logic_types.png
Scale bar: 10 um.
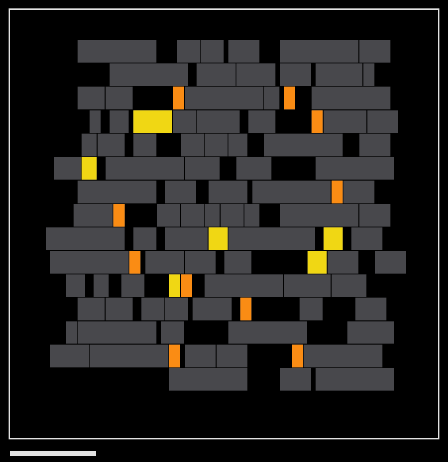
layer_met1.png
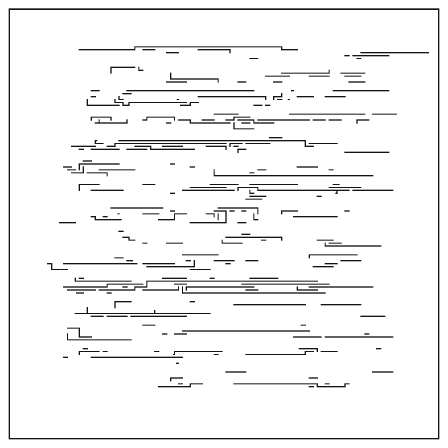
placement_by_type.png
Scale bar: 10 um. Fill, decap, tap and diode cells in gray.
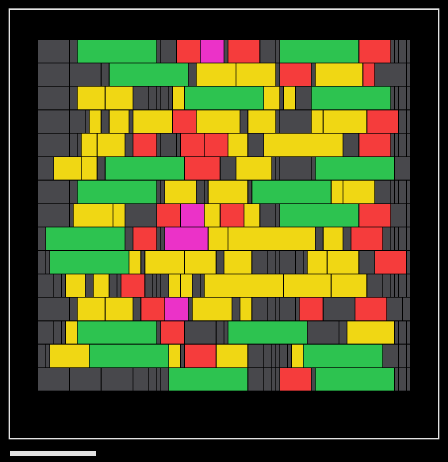
wires.png
Scale bar: 10 um.
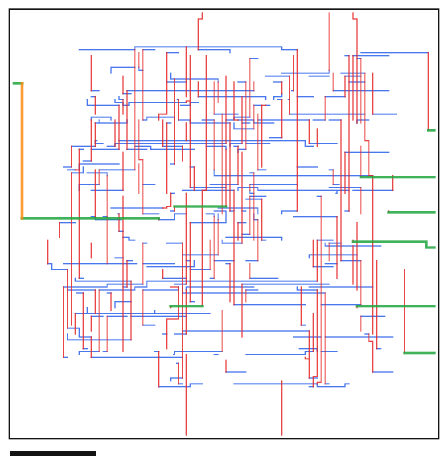
placement.png
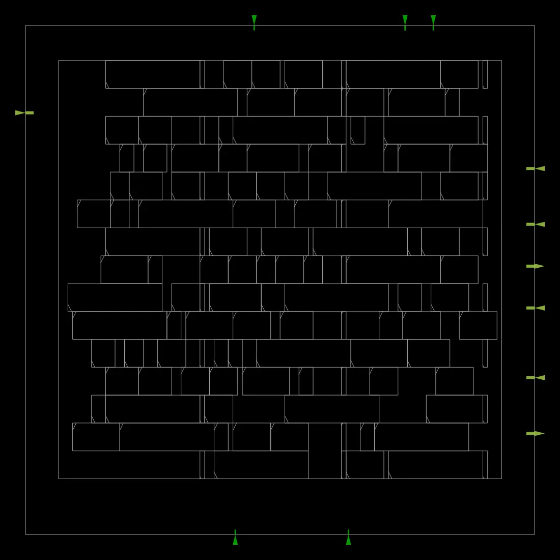
[config.mk]
export PLATFORM = sky130hd
export DESIGN_NAME = pwm_gen_flat
export DESIGN_NICKNAME = d
export VERILOG_FILES = /design/src/rtl/pwm_gen_if.sv /design/src/rtl/pwm_gen.sv /design/src/flat_wrapper.sv
export SDC_FILE = /design/constraint.sdc
export NUM_CORES = 1
export LEC_CHECK = 0
export CORE_MARGIN = 3
export CORE_UTILIZATION = 47
export DETAILED_ROUTE_END_ITERATION = 10
export PLACE_DENSITY_LB_ADDON = 0.08
export RECOVER_POWER = 25
export SETUP_SLACK_MARGIN = 0.1
export SLEW_MARGIN = 20
export SYNTH_ARGS = -nofsm -noshare
export SYNTH_HDL_FRONTEND = slang
export SYNTH_SLANG_ARGS = --single-unit
[constraint.sdc]
create_clock -name clk -period 2.1 [get_ports clk]
set_input_delay 0.315 -clock clk [delete_from_list [all_inputs] [get_ports clk]]
set_output_delay 0.315 -clock clk [all_outputs]
set_load 0.02 [all_outputs]
[src/rtl/pwm_gen_if.sv]
// Duty/PWM signal bundle between a duty source (master) and the PWM generator (slave).
// The master drives the duty word; the generator returns the pulse train and period marker.
`timescale 1ns/1ps
interface pwm_gen_if #(
    parameter int WIDTH = 8
);
    logic [WIDTH-1:0] inpt;
    logic             outp;
    logic             period_start;

    modport master (
        output inpt,
        input  outp,
        input  period_start
    );

    modport slave (
        input  inpt,
        output outp,
        output period_start
    );
endinterface

[src/rtl/pwm_gen.sv]
// Free-running PWM generator: high for duty ticks out of each 2**WIDTH-tick period.
// Duty is latched at the first tick of each period so a period never mixes two duties.
`timescale 1ns/1ps
module pwm_gen #(
    parameter int WIDTH    = 8,
    parameter int PRESCALE = 1
) (
    input  logic       clk,
    input  logic       rst_n,
    pwm_gen_if.slave   bus
);

    logic             tick;
    logic [WIDTH-1:0] cnt_reg;
    logic [WIDTH-1:0] duty_reg;
    logic [WIDTH-1:0] duty_sel;
    logic             cnt_zero;
    logic             outp_reg;
    logic             period_start_reg;

    generate
        if (PRESCALE <= 1) begin : g_no_prescale
            assign tick = 1'b1;
        end else begin : g_prescale
            localparam int PS_W = $clog2(PRESCALE);
            localparam logic [PS_W-1:0] PS_LAST = PS_W'(PRESCALE - 1);
            logic [PS_W-1:0] pre_reg;

            always_ff @(posedge clk or negedge rst_n) begin
                if (!rst_n) begin
                    pre_reg <= '0;
                end else if (pre_reg == PS_LAST) begin
                    pre_reg <= '0;
                end else begin
                    pre_reg <= pre_reg + PS_W'(1);
                end
            end

            assign tick = (pre_reg == PS_LAST);
        end
    endgenerate

    // At cnt==0 the live input is used directly, so the first sample of a period
    // already reflects the duty that is being latched on that same tick.
    assign cnt_zero = (cnt_reg == '0);
    assign duty_sel = cnt_zero ? bus.inpt : duty_reg;

    always_ff @(posedge clk or negedge rst_n) begin
        if (!rst_n) begin
            cnt_reg          <= '0;
            duty_reg         <= '0;
            outp_reg         <= 1'b0;
            period_start_reg <= 1'b0;
        end else if (tick) begin
            cnt_reg          <= cnt_reg + WIDTH'(1);
            outp_reg         <= (cnt_reg < duty_sel);
            period_start_reg <= cnt_zero;
            if (cnt_zero) begin
                duty_reg <= bus.inpt;
            end
        end else begin
            period_start_reg <= 1'b0;
        end
    end

    assign bus.outp         = outp_reg;
    assign bus.period_start = period_start_reg;

endmodule

[src/flat_wrapper.sv]
// flat-port wrapper written by rule: the top's interface ports become plain ports
module pwm_gen_flat 
#(
    parameter int WIDTH    = 8,
    parameter int PRESCALE = 1
)
  (clk, rst_n, bus_inpt, bus_outp, bus_period_start);
  pwm_gen_if #(.WIDTH(WIDTH)) bus_i ();
  input  logic clk;
  input  logic rst_n;
  input wire logic [$bits(bus_i.inpt)-1:0] bus_inpt;
  output wire logic [$bits(bus_i.outp)-1:0] bus_outp;
  output wire logic [$bits(bus_i.period_start)-1:0] bus_period_start;
  assign bus_i.inpt = bus_inpt;
  assign bus_outp = bus_i.outp;
  assign bus_period_start = bus_i.period_start;
  pwm_gen #(.WIDTH(WIDTH), .PRESCALE(PRESCALE)) u_core (.clk(clk), .rst_n(rst_n), .bus(bus_i));
endmodule
==> summary.txt <==
Main metrics from the flow reports.

The number of inserted filler cells in the final layout is 150. The total setup violations reported at the end of the flow came out at 1. The final reports fail on setup timing. The share of final-layout standard cells stronger than drive strength 1 is 0.350. The largest single stage delay on the critical path is just over 0.4 ns. In the Yosys report the total cell count is 75.

The part of the Yosys area used for sequential elements is 0.503. The critical path depth came out at 8. For reference, the critical path is captured by u_core.bus.outp. The synthesized design contains 0 enable-type register cells. The multiplexer fraction of the synthesized cell area came out at 0.119. Measured on the final layout, the clock distribution area share stands at 0.0292. The largest fanout on the critical path is 5. The most frequently used library cell after synthesis is sky130_fd_sc_hd__dfrtp_1.

The biggest combinational cell group after synthesis is adder cells. The clock sink count is 18. In the detailed route, the total length drawn on met2 is about 860 um. The detailed-route wire length on metal 1 came out at roughly 730 um. In the final design, more cell area goes to logic gates than to any other class. The number of warnings printed during yosys synthesis came out at 0. The number of levels the H-tree was split into is 1. The worst-case setup margin in the final layout is -0.0149 ns. The cell family with the largest share of critical-path delay is AND-OR/OR-AND gates. For reference, the post-synthesis area per instance comes to between 10 and 15 um^2. The finished cells cover 1240 um^2. The overall die width came out at about 50 um. Post-CTS repair ended up resizing 3 cells. The power density of the placed cells is roughly 500 nW/um^2.

Before any placement, the netlist area is recorded as about 900 um^2. The setup TNS came out at -0.0149 ns. The switching fraction of total power came out at 0.214. In this run the layout overhead on the synthesized area is reported as 38.7%. The first global-routing pass estimated a little under 3000 um of wire. The post-route worst hold slack came out at roughly 0.46 ns. Setup repair after global routing could not meet its margin everywhere. The flow ran to the end, but the final reports show violations.
About logic_types.png:
Key: yellow = nor cells [cells 6]; orange = inv cells [cells 10]

About layer_met1.png:
The wires run mostly horizontal. The layer carries 734 um of wire. The layer holds 44% of the routed length. 111 nets have wire on it.

About placement_by_type.png:
Key: yellow = combinational and other logic [cells 56]; red = remaining buffers and delay cells [cells 25]; magenta = clock drivers and dummy loads [cells 4]; green = sequential cells [cells 18]

About wires.png:
Key: blue = metal 1 [wire length 734 um]; red = metal 2 [wire length 862 um]; orange = metal 4 [wire length 15.6 um]; green = metal 3 [wire length 63.5 um]
Vias: 642
global router's overall resource usage: 0.161
Routed wire per std cell: 13.1 um
final routed wirelength across all metal layers: 1680 um

About placement.png:
fraction of standard cell area that is sequential: 0.363
area of the core region: 1760 um^2
end-of-flow core utilization: 0.704

Power figures rest on the tool's default switching activity, not on a simulated workload.
